===== config.mk =====
export PLATFORM = sky130hd
export DESIGN_NAME = if_fetch_stage
export DESIGN_NICKNAME = d
export VERILOG_FILES = /design/src/rtl/if_fetch_stage.sv
export SDC_FILE = /design/constraint.sdc
export NUM_CORES = 1
export LEC_CHECK = 0
export CAP_MARGIN = 20
export CORE_ASPECT_RATIO = 1.75
export CORE_MARGIN = 3
export CORE_UTILIZATION = 43
export CTS_BUF_LIST = sky130_fd_sc_hd__clkbuf_8
export CTS_CLUSTER_SIZE = 10
export DETAILED_ROUTE_END_ITERATION = 8
export PLACE_DENSITY = 0.8
export SYNTH_ARGS = -nofsm -noshare
export SYNTH_HDL_FRONTEND = slang
export SYNTH_SLANG_ARGS = --single-unit

===== constraint.sdc =====
create_clock -name clk -period 4.7 [get_ports clk]
set_clock_uncertainty 0.15 [all_clocks]
set_input_delay 0.705 -clock clk [delete_from_list [all_inputs] [get_ports clk]]
set_output_delay 0.705 -clock clk [all_outputs]
set_load 0.05 [all_outputs]

===== src/rtl/if_fetch_stage.sv =====
// -----------------------------------------------------------------------------
// if_fetch_stage
//   Instruction-fetch stage of the MIPS pipeline. Holds the PC, issues one word
//   fetch at a time to a variable-latency instruction memory, and presents the
//   returned word with its PC as the IF/ID register feeding decode. A one-entry
//   skid buffer absorbs a response that returns while decode is stalled, and
//   branch/jump redirects flush IF/ID and squash any fetch still in flight.
//
// Ports
//   clk, reset          : clock, synchronous active-high reset
//   imem_req/imem_addr  : fetch request strobe and word-aligned byte address
//   imem_rvalid/rdata   : fetch response strobe and instruction word
//   stall               : decode cannot accept; IF/ID holds
//   redirect/redirect_pc: taken branch/jump and its target
//   instruction/instr_pc/instr_valid : IF/ID register outputs
// -----------------------------------------------------------------------------
module if_fetch_stage #(
  parameter logic [31:0] PC_RESET = 32'h00000000,
  parameter logic [31:0] PC_STEP  = 32'd4
) (
  input  logic        clk,
  input  logic        reset,
  output logic        imem_req,
  output logic [31:0] imem_addr,
  input  logic        imem_rvalid,
  input  logic [31:0] imem_rdata,
  input  logic        stall,
  input  logic        redirect,
  input  logic [31:0] redirect_pc,
  output logic [31:0] instruction,
  output logic [31:0] instr_pc,
  output logic        instr_valid
);

  typedef enum logic [1:0] {
    S_REQ  = 2'd0,
    S_WAIT = 2'd1,
    S_FULL = 2'd2
  } state_t;

  state_t      state_q, state_d;
  logic [31:0] pc_q, pc_d;
  logic        drop_q, drop_d;
  logic        skid_vld_q, skid_vld_d;
  logic [31:0] skid_instr_q, skid_instr_d;
  logic [31:0] skid_pc_q, skid_pc_d;
  logic [31:0] instr_q, instr_d;
  logic [31:0] instr_pc_q, instr_pc_d;
  logic        instr_valid_q, instr_valid_d;

  logic        accept;
  logic        hold;

  // A response is only consumed in WAIT; strobes in any other state are
  // protocol errors and are ignored. A set drop flag marks the in-flight
  // response as belonging to a squashed fetch.
  assign accept = (state_q == S_WAIT) && imem_rvalid && !drop_q;
  assign hold   = stall && instr_valid_q;

  // The request strobe is masked during reset so nothing is issued while the
  // state register is still being initialised.
  assign imem_req    = (state_q == S_REQ) && !reset;
  assign imem_addr   = pc_q;
  assign instruction = instr_q;
  assign instr_pc    = instr_pc_q;
  assign instr_valid = instr_valid_q;

  always_comb begin
    state_d       = state_q;
    pc_d          = pc_q;
    drop_d        = drop_q;
    skid_vld_d    = skid_vld_q;
    skid_instr_d  = skid_instr_q;
    skid_pc_d     = skid_pc_q;
    instr_d       = instr_q;
    instr_pc_d    = instr_pc_q;
    instr_valid_d = instr_valid_q;

    if (redirect) begin
      // Redirect outranks stall: IF/ID and the skid buffer flush unconditionally.
      pc_d          = {redirect_pc[31:2], 2'b00};
      instr_valid_d = 1'b0;
      skid_vld_d    = 1'b0;
      drop_d        = 1'b0;
      case (state_q)
        S_WAIT: begin
          if (imem_rvalid) begin
            state_d = S_REQ;
          end else begin
            drop_d  = 1'b1;
            state_d = S_WAIT;
          end
        end
        // The request going out this cycle is for the old pc; squash its reply.
        S_REQ: begin
          drop_d  = 1'b1;
          state_d = S_WAIT;
        end
        default: state_d = S_REQ;
      endcase
    end else begin
      if (hold) begin
        instr_valid_d = 1'b1;
      end else if (skid_vld_q) begin
        instr_d       = skid_instr_q;
        instr_pc_d    = skid_pc_q;
        instr_valid_d = 1'b1;
      end else if (accept) begin
        instr_d       = imem_rdata;
        instr_pc_d    = pc_q;
        instr_valid_d = 1'b1;
      end else begin
        instr_valid_d = 1'b0;
      end

      case (state_q)
        S_REQ: state_d = S_WAIT;
        S_WAIT: begin
          if (imem_rvalid) begin
            if (drop_q) begin
              drop_d  = 1'b0;
              state_d = S_REQ;
            end else begin
              pc_d = pc_q + PC_STEP;
              if (hold) begin
                skid_instr_d = imem_rdata;
                skid_pc_d    = pc_q;
                skid_vld_d   = 1'b1;
                state_d      = S_FULL;
              end else begin
                state_d = S_REQ;
              end
            end
          end
        end
        S_FULL: begin
          if (!stall) begin
            skid_vld_d = 1'b0;
            state_d    = S_REQ;
          end
        end
        default: state_d = S_REQ;
      endcase
    end
  end

  always_ff @(posedge clk) begin
    if (reset) begin
      state_q       <= S_REQ;
      pc_q          <= PC_RESET;
      drop_q        <= 1'b0;
      skid_vld_q    <= 1'b0;
      instr_q       <= 32'h0;
      instr_pc_q    <= 32'h0;
      instr_valid_q <= 1'b0;
    end else begin
      state_q       <= state_d;
      pc_q          <= pc_d;
      drop_q        <= drop_d;
      skid_vld_q    <= skid_vld_d;
      instr_q       <= instr_d;
      instr_pc_q    <= instr_pc_d;
      instr_valid_q <= instr_valid_d;
    end
  end

  // Skid payload is qualified by skid_vld_q and needs no reset.
  always_ff @(posedge clk) begin
    skid_instr_q <= skid_instr_d;
    skid_pc_q    <= skid_pc_d;
  end

endmodule

Figure 1. Power grid.
Drawn at 4 px/um. Pins as bars on the die edge.
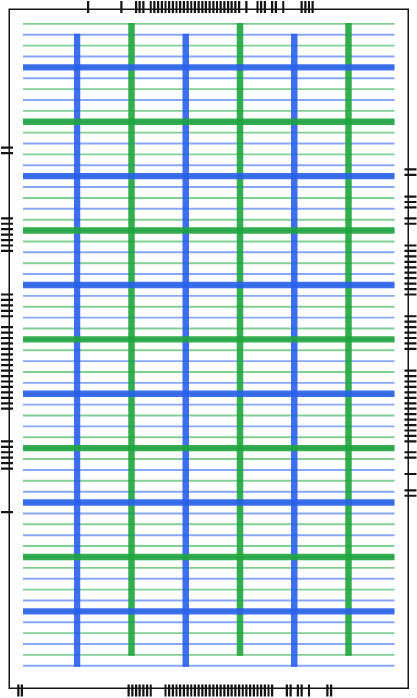
[VSS] blue
[VDD] green
met1 rails: 60
met5 straps: 11
met4 straps: 6
signal pins: 167
rows: 59

Figure 2. Close-up of the layout.
Region (25, 94) to (75, 144) um. Cells in gray, sequential cells in the stronger gray; small squares are vias.
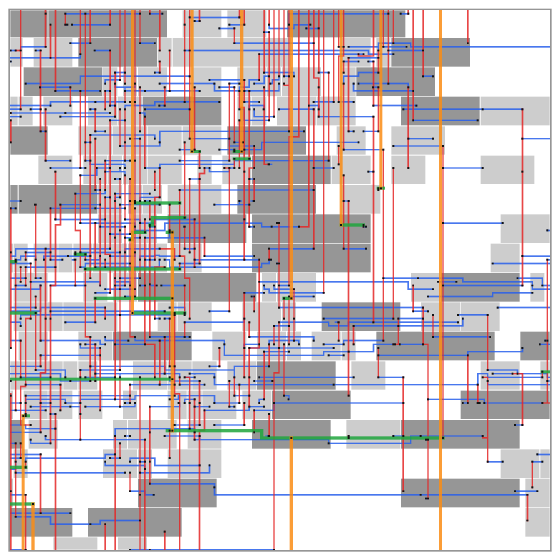
[met2] red
[met3] green
[met1] blue
[met4] orange
most frequent: dfxtp_1 (19), nor2_1 (17), a211oi_1 (14)
cells with their middle in the window: 138
netlist names of flops here include: imem_addr (13), skid_pc_q (9), instr_pc (6)
sequential cells in the window: 29

Figure 3. Sizing map.
Drawn at 2 px/um.
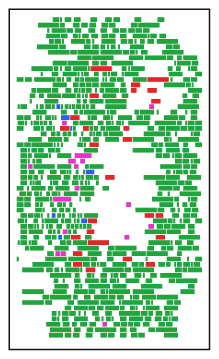
[drive 2] blue | cells: 7 | share: 0.94%
[drive 1 or less] green | cells: 698 | share: 93%
[drive 3 to 4] magenta | cells: 16 | share: 2.1%
[drive 6 and up] red | cells: 26 | share: 3.5%

Figure 4. Placed standard cells.
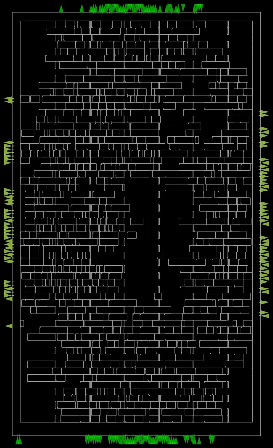
# rows: 59
Layout Utilization: 58.3%
Core Region: 14,900 sq um

==> flow_metrics.tcl <==
# flow metrics
set metrics [dict create \
    status "completed" \
    cts_root_buf "clkbuf_8" \
    edf_count 62 \
    synthTopCellsByArea "dfxtp_1 30%, edfxtp_1 28%, mux2i_1 9.5%, a211oi_1 8.6%, nor2_1 5.3%" \
    slowest_stage "or3_1" \
    die_w_um 99.4 \
    dpl.cell_count 898 \
    ys_sh_mux_pct 9.46 \
    routed_wl_mm 16.7 \
    grt_pass1_vias 5260 \
    cts_buffer_depth 2 \
    crit_chain "clkdlybuf4s50_1 -> nand4bb_1 -> or3_1 -> or4_1 -> a311oi_1" \
    grt_max_degree 79 \
    p_seq_share_pct 49.9 \
    grt_overflow 0 \
    power_mw 3.07 \
    postSynthRegisterBits 159 \
    lay_top_count "clkdlybuf4s50_1" \
    h-tree-depth 4 \
    path_clk_slew_ns 0.09 \
    antenna_found_initial 0 \
    pg_clk_mw 1.09 \
    dieArea_sq_um 16800 \
    wl_per_cell_um 18.0 \
    period_used_pct 69.2 \
    required_ns 4.89 \
    cpLargestDelayFamily "simple AND/OR/NAND/NOR gates" \
    logic_family "simple AND/OR/NAND/NOR gates" \
    drive_above_1_share_pct 6.56 \
    cts_made_buffers 17 \
    path_buffers 1 \
    power.switching_mw 0.870 \
    portBuffers 160 \
    power.density_nw_per_um2 353 \
    ys_cells 594 \
    min_from "instruction[5]" \
    avgSynthCellArea_sq_um 11.0 \
    instances_no_fill 930 \
    fp_util_pct 44.0 \
    pwr-share-clk_pct 35.4 \
    cp-start-kind "primary input" \
    max_stage_delay_ns 0.79 \
    crit_type "in2reg" \
    arrival_ns 3.45 \
    cp_max_fo 16 \
    grt.total_usage_pct 19.6 \
    clock_latency_ns 0.43 \
]
[state kept, by name (all words and copies together) (netlist names)]
name,cells
instr_valid,1
skid_pc_q,30
instruction,32
drop_q,1
skid_instr_q,32
instr_pc,30
skid_vld_q,1
state_q,2
imem_addr,30
[final timing paths]
check,endpoint,slack [ns],cells after the start
worst max-delay path,imem_addr[21],1.45,5
worst min-delay path,instruction[5],0.35,2
worst max register to register,imem_addr[21],1.80,4
worst min register to register,instruction[5],0.35,2
[metrics by stage]
stage / hold WS, ns / utilization (%) / instance area [sq um] / setup WS, ns
4_1_cts: 0.353 / 58.3 / 8690 / 1.49
6_report: 0.352 / 58.3 / 8690 / 1.45
3_5_place_dp: 0.340 / 55.4 / 8260 / 1.02
2_1_floorplan: 0.326 / - / 6570 / 0.343
3_3_place_gp: 0.334 / 55.4 / 8260 / 1.13
5_1_grt: 0.370 / 58.3 / 8690 / 1.28
[per-layer routing]
metal	vias to the layer above	global-route usage, %	part of all wire, %
met5	-	0	0
met4	0	10.6	3.6
met3	38	3.78	4.4
met2	191	34.6	53
met1	2496	22.0	39
li1	2505	-	-
[kinds of logic (layout without fill, tap and decap cells)]
logic type / Yosys count / after routing
XOR/XNOR: 10 / 10
adder cells (fa/ha/maj): 1 / 1
AND-OR/OR-AND: 118 / 118
other: 1 / 4
flip-flops: 159 / 159
AND/OR/NAND/NOR: 184 / 184
multiplexers: 62 / 62
buffers and inverters: 59 / 209
[final cells by class]
| class | instances | area [sq um] | area share (%) |
|---|---|---|---|
| sequential | 159 | 3810 | 43.8 |
| multi-input combinational | 379 | 2540 | 29.2 |
| timing repair buffer | 167 | 1650 | 19.0 |
| clock buffer | 18 | 248 | 2.85 |
| tap | 183 | 229 | 2.63 |
| clock inverter | 14 | 181 | 2.09 |
| inverter | 10 | 37.5 | 0.432 |
Power is estimated from default activity; no workload was simulated.
